### src/rtl/mod_loadwb.sv
// mod_loadwb: load/write-back formatting stage with a 2-entry skid buffer.
//   Selects the write-back source (load, auipc, lui, pass). It aligns and
//   extends load data and queues the result behind a valid/ready handshake.
//   Optional feature: define MISALIGN_TRAP_EN to flag misaligned loads through
//   out_err and zero their data.
// Ports:
//   clk, rst_n          clock, asynchronous active-low reset
//   in_valid/in_ready   upstream handshake (in_ready is registered)
//   sel, op             source select, load funct3
//   readdata, addr, tag raw memory word, address/PC, destination tag
//   out_valid/out_ready downstream handshake
//   out_data, out_tag   formatted write-back value and its tag
//   out_err             misaligned-load flag
module mod_loadwb #(
    parameter int unsigned XLEN  = 32,
    parameter int unsigned TAG_W = 5
) (
    input  logic             clk,
    input  logic             rst_n,
    input  logic             in_valid,
    output logic             in_ready,
    input  logic [1:0]       sel,
    input  logic [2:0]       op,
    input  logic [XLEN-1:0]  readdata,
    input  logic [XLEN-1:0]  addr,
    input  logic [TAG_W-1:0] tag,
    output logic             out_valid,
    input  logic             out_ready,
    output logic [XLEN-1:0]  out_data,
    output logic [TAG_W-1:0] out_tag,
    output logic             out_err
);

    localparam int unsigned OFF_W = $clog2(XLEN / 8);

    typedef struct packed {
        logic [XLEN-1:0]  data;
        logic [TAG_W-1:0] tag;
        logic             err;
    } entry_t;

    logic [OFF_W-1:0] off;
    logic [XLEN-1:0]  shifted;
    logic [XLEN-1:0]  load_val;
    entry_t           fmt;

`ifdef MISALIGN_TRAP_EN
    logic [2:0] off3;
    logic       misalign;
`endif

    // Load alignment and extension. Size casts of signed slices sign-extend;
    // at XLEN=32 the 32-bit and 64-bit cases collapse to the full word.
    always_comb begin
        off     = addr[OFF_W-1:0];
        shifted = readdata >> {off, 3'b000};
        case (op)
            3'b000:  load_val = XLEN'($signed(shifted[7:0]));
            3'b001:  load_val = XLEN'($signed(shifted[15:0]));
            3'b010:  load_val = XLEN'($signed(shifted[31:0]));
            3'b100:  load_val = XLEN'(shifted[7:0]);
            3'b101:  load_val = XLEN'(shifted[15:0]);
            3'b110:  load_val = XLEN'(shifted[31:0]);
            default: load_val = shifted;
        endcase
    end

`ifdef MISALIGN_TRAP_EN
    // off3[2] is always 0 at XLEN=32, so LD degenerates to the LW check there.
    always_comb begin
        off3 = 3'(off);
        case (op)
            3'b001, 3'b101: misalign = off3[0];
            3'b010, 3'b110: misalign = (off3[1:0] != 2'b00);
            3'b011:         misalign = (off3 != 3'b000);
            default:        misalign = 1'b0;
        endcase
    end
`endif

    // Source select; only load entries can carry an error.
    always_comb begin
        fmt.tag  = tag;
        fmt.err  = 1'b0;
        fmt.data = readdata;
        case (sel)
            2'b00: begin
                fmt.data = load_val;
`ifdef MISALIGN_TRAP_EN
                if (misalign) begin
                    fmt.data = '0;
                    fmt.err  = 1'b1;
                end
`endif
            end
            2'b01:   fmt.data = addr;
            2'b10:   fmt.data = '0;
            default: fmt.data = readdata;
        endcase
    end

    entry_t out_q, out_d;
    entry_t skid_q, skid_d;
    logic   out_valid_q, out_valid_d;
    logic   skid_valid_q, skid_valid_d;
    logic   in_ready_q, in_ready_d;
    logic   accept, drain;

    // Buffer control: the output register refills from skid first to keep order.
    always_comb begin
        out_d        = out_q;
        skid_d       = skid_q;
        out_valid_d  = out_valid_q;
        skid_valid_d = skid_valid_q;
        accept       = in_valid && in_ready_q;
        drain        = out_valid_q && out_ready;
        if (!out_valid_q || drain) begin
            if (skid_valid_q) begin
                out_d        = skid_q;
                out_valid_d  = 1'b1;
                skid_valid_d = 1'b0;
            end else if (accept) begin
                out_d       = fmt;
                out_valid_d = 1'b1;
            end else begin
                out_valid_d = 1'b0;
            end
        end else if (accept) begin
            skid_d       = fmt;
            skid_valid_d = 1'b1;
        end
        in_ready_d = !skid_valid_d;
    end

    always_ff @(posedge clk or negedge rst_n) begin
        if (!rst_n) begin
            out_q        <= '0;
            skid_q       <= '0;
            out_valid_q  <= 1'b0;
            skid_valid_q <= 1'b0;
            in_ready_q   <= 1'b1;
        end else begin
            out_q        <= out_d;
            skid_q       <= skid_d;
            out_valid_q  <= out_valid_d;
            skid_valid_q <= skid_valid_d;
            in_ready_q   <= in_ready_d;
        end
    end

    assign in_ready  = in_ready_q;
    assign out_valid = out_valid_q;
    assign out_data  = out_q.data;
    assign out_tag   = out_q.tag;
    assign out_err   = out_q.err;

endmodule

### config.mk
export PLATFORM = sky130hd
export DESIGN_NAME = mod_loadwb
export DESIGN_NICKNAME = d
export VERILOG_FILES = /design/src/rtl/mod_loadwb.sv
export SDC_FILE = /design/constraint.sdc
export NUM_CORES = 1
export LEC_CHECK = 0
export CORE_UTILIZATION = 49
export CTS_CLUSTER_DIAMETER = 150
export DETAILED_ROUTE_END_ITERATION = 16
export PLACE_DENSITY = 0.8
export SLEW_MARGIN = 30
export SYNTH_ARGS = -nofsm -noshare
export SYNTH_HDL_FRONTEND = slang
export SYNTH_SLANG_ARGS = --single-unit
### constraint.sdc
create_clock -name clk -period 2.2 [get_ports clk]
set_clock_uncertainty 0.2 [all_clocks]
set_input_delay 0.66 -clock clk [delete_from_list [all_inputs] [get_ports clk]]
set_output_delay 0.66 -clock clk [all_outputs]
set_load 0.005 [all_outputs]
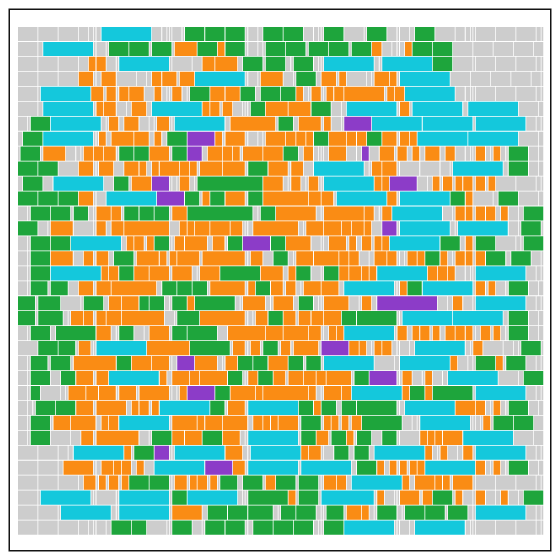
placement_by_type.png
Fill, decap, tap and diode cells in grey.
Orange shows combinational and other logic, cells 373. Purple shows clock drivers and dummy loads, cells 16. Green shows remaining buffers and delay cells, cells 196. Cyan shows sequential cells, cells 77.

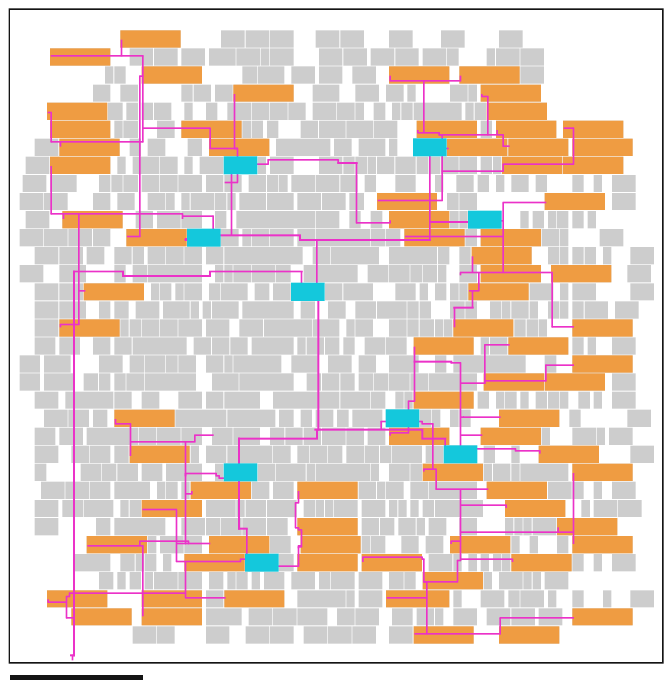
clk_routes.png
Scale bar: 20 µm.
Orange shows flip-flops, count 77. Magenta shows clock wires, length 1020 µm. Cyan shows clock drivers, count 9.
There are 10 routed clock nets.

-- state kept, by name, indices dropped and copies added, names as in the netlist --
name,flops
out_valid,1
out_data,32
skid_valid_q,1
out_tag,5
skid_q,37
in_ready,1
-- power breakdown --
part           total, W  leakage, nW  switching (W)  internal, W
Sequential      0.00203        0.946       0.000228      0.00180
Clock           0.00112       0.0895       0.000583     0.000533
Combinational   0.00177         1.86       0.000788     0.000986
Total           0.00492         2.90        0.00160      0.00332
-- worst max-delay path by stage --
stage	startpoint	end	cells after the start	slack, ps
2_1_floorplan	addr[0]	out_data[6]$_DFFE_PN0P_	6	70
3_3_place_gp	addr[0]	out_data[8]$_DFFE_PN0P_	7	-640
3_5_place_dp	addr[0]	out_data[8]$_DFFE_PN0P_	7	-720
4_1_cts	addr[0]	out_data[25]$_DFFE_PN0P_	7	9
5_1_grt	readdata[12]	out_data[4]$_DFFE_PN0P_	6	2
6_report	readdata[21]	out_data[5]$_DFFE_PN0P_	6	2
-- cells in the final DEF, fill, tap and decap left out, types with 5 or more instances in the layout --
cell type        count
a211oi_1             7
a211oi_2             5
a21oi_1             30
a22o_1               8
a22oi_1              7
a31oi_1              9
and3_1               7
and3b_1              7
buf_12               9
buf_4               65
clkbuf_8             9
clkdlybuf4s50_1    104
dfrtp_1             76
dlygate4sd2_1        8
mux2_2              16
mux2i_1             22
mux4_2               7
nand2_1             64
nand3_1             13
nor2_1              44
nor3_1               8
o211ai_1            12
o21ai_0             27
o21ai_1             13
o22ai_1             10
-- worst min-delay path: cells and delay by family, from the launching register on --
family             cells  cell delay [ps]
AOI/OAI and AO/OA      1               60
DFF                    1              350
and+or+nand+nor        1               50
-- per-layer routing --
metal / routed length, µm / vias up / track usage (%)
li1: - / 2132 / -
met1: 6240 / 2302 / 43.9
met2: 7400 / 333 / 52.1
met3: 1380 / 53 / 6.08
met4: 604 / 0 / 18.7
met5: 0 / - / 0
-- through the flow --
stage               setup WS [ps]  hold slack, ps
global route                 1.94             309
global placement             -639             258
floorplan                    65.8             164
CTS                          9.34             285
detailed placement           -716             266
finish                       1.73             283
-- cells by family after synthesis --
| family | after synthesis | synth area share (%) |
|---|---|---|
| other | 1 | 0.0827 |
| AND/OR/NAND/NOR | 167 | 16.9 |
| buffers and inverters | 43 | 5.13 |
| multiplexers | 45 | 12.5 |
| flip-flops | 77 | 42.5 |
| AND-OR/OR-AND | 157 | 22.9 |
-- cells in the mapped netlist (all sizes together) --
master	number	area, µm²
mux2	16	180
a221oi	2	17.5
clkinv	2	7.51
o21ai	41	205
and2	1	6.26
and3	8	50.1
nand2	68	263
mux2i	22	220
buf	16	131
a32o	1	10.0
nand3	13	65.1
o211ai	12	90.1
or3	1	6.26
and3b	7	61.3
a22oi	7	52.6
nor2	48	193
a21o	1	7.51
a311oi	8	76.3
a211oi	15	118
o22ai	11	68.8
nor3	9	45.0
or2b	1	7.51
a22o	9	80.1
a21boi	2	18.8
nand2b	5	31.3
o311a	1	10.0
mux4	7	165
nor2b	5	31.3
inv	1	3.75
dfrtp	76	1900
conb	1	3.75
a21oi	31	155
dfstp	1	26.3
clkbuf	24	90.1
a31oi	16	130
nor4	1	6.26
==> datasheet_impl.txt <==
Table: implementation figures

Parameter                              Value

Run status
  Outcome .................. complete, but fails checks
  Violated checks .................. design-rule violations

Die
  DIE HEIGHT .................. ~98 µm
  Tapcells inserted .................. roughly 110
  X dimension of the die .................. approximately 98 µm
  Total I/O pin count .................. roughly 120
  Die area .................. about 9600 µm²
  Row count .................. 34

GRT
  Vias in the first global route .................. 4865
  Total global routing track utilization .................. between 30% and 40%
  Global-route wire length before repair .................. 24800 µm

Placed design
  Final estimated routing congestion in global placement .................. 0.951

Cells and area
  Antenna diode count .................. 0
  Combinational share of cell area .................. between 30% and 40%
  Layout Cells excl Fill .................. ~770
  Share of the final layout cell area in sequential cells .................. 28.5%
  Largest cell class by area .................. logic gates
  Non-clock inverter count .................. 3
  Logic area .................. roughly 2600 µm²
  Ratio of cells with drive above 1 in the final layout .................. 24.2%
  Clk_buf instances .................. 10

Yosys
  Mean post-synth cell area .................. slightly above 9 µm²
  Total number of yosys warnings .................. 0
  Number of cells in Yosys stat .................. approximately 490
  Cell area after synthesis .................. 4540 µm²
  Post-synthesis sequential element count .................. slightly below 80
  Post-synthesis cell type count .................. ~50

Min path
  Hold Path Cell Cnt .................. 2
  Type of the tightest min-delay check .................. register to register
  Worst min-delay path endpoint .................. out_tag[2]$_DFFE_PN0P_

STA
  Achievable frequency .................. approximately 0.45 GHz
  Minimum clock period after layout .................. 2200 ps

Clock network
  Clk buf depth .................. 2
  Number of clock buffers inserted by TritonCTS .................. 9
  H-tree Lvls .................. 3

Worst setup path
  CP Capture Type .................. register
  Slowest CP cell .................. mux4_2
  Depth of the worst register-to-register path .................. 7
  Kind of launch point of the worst setup path .................. input pin
  Crit Path Max Fanout .................. 4

Pwr
  Peak supply drop .................. 388 µV
  Reported leakage power .................. just under 3 nW

Detailed routing
  Drt drc .................. 5
Power is estimated from default activity; no workload was simulated.
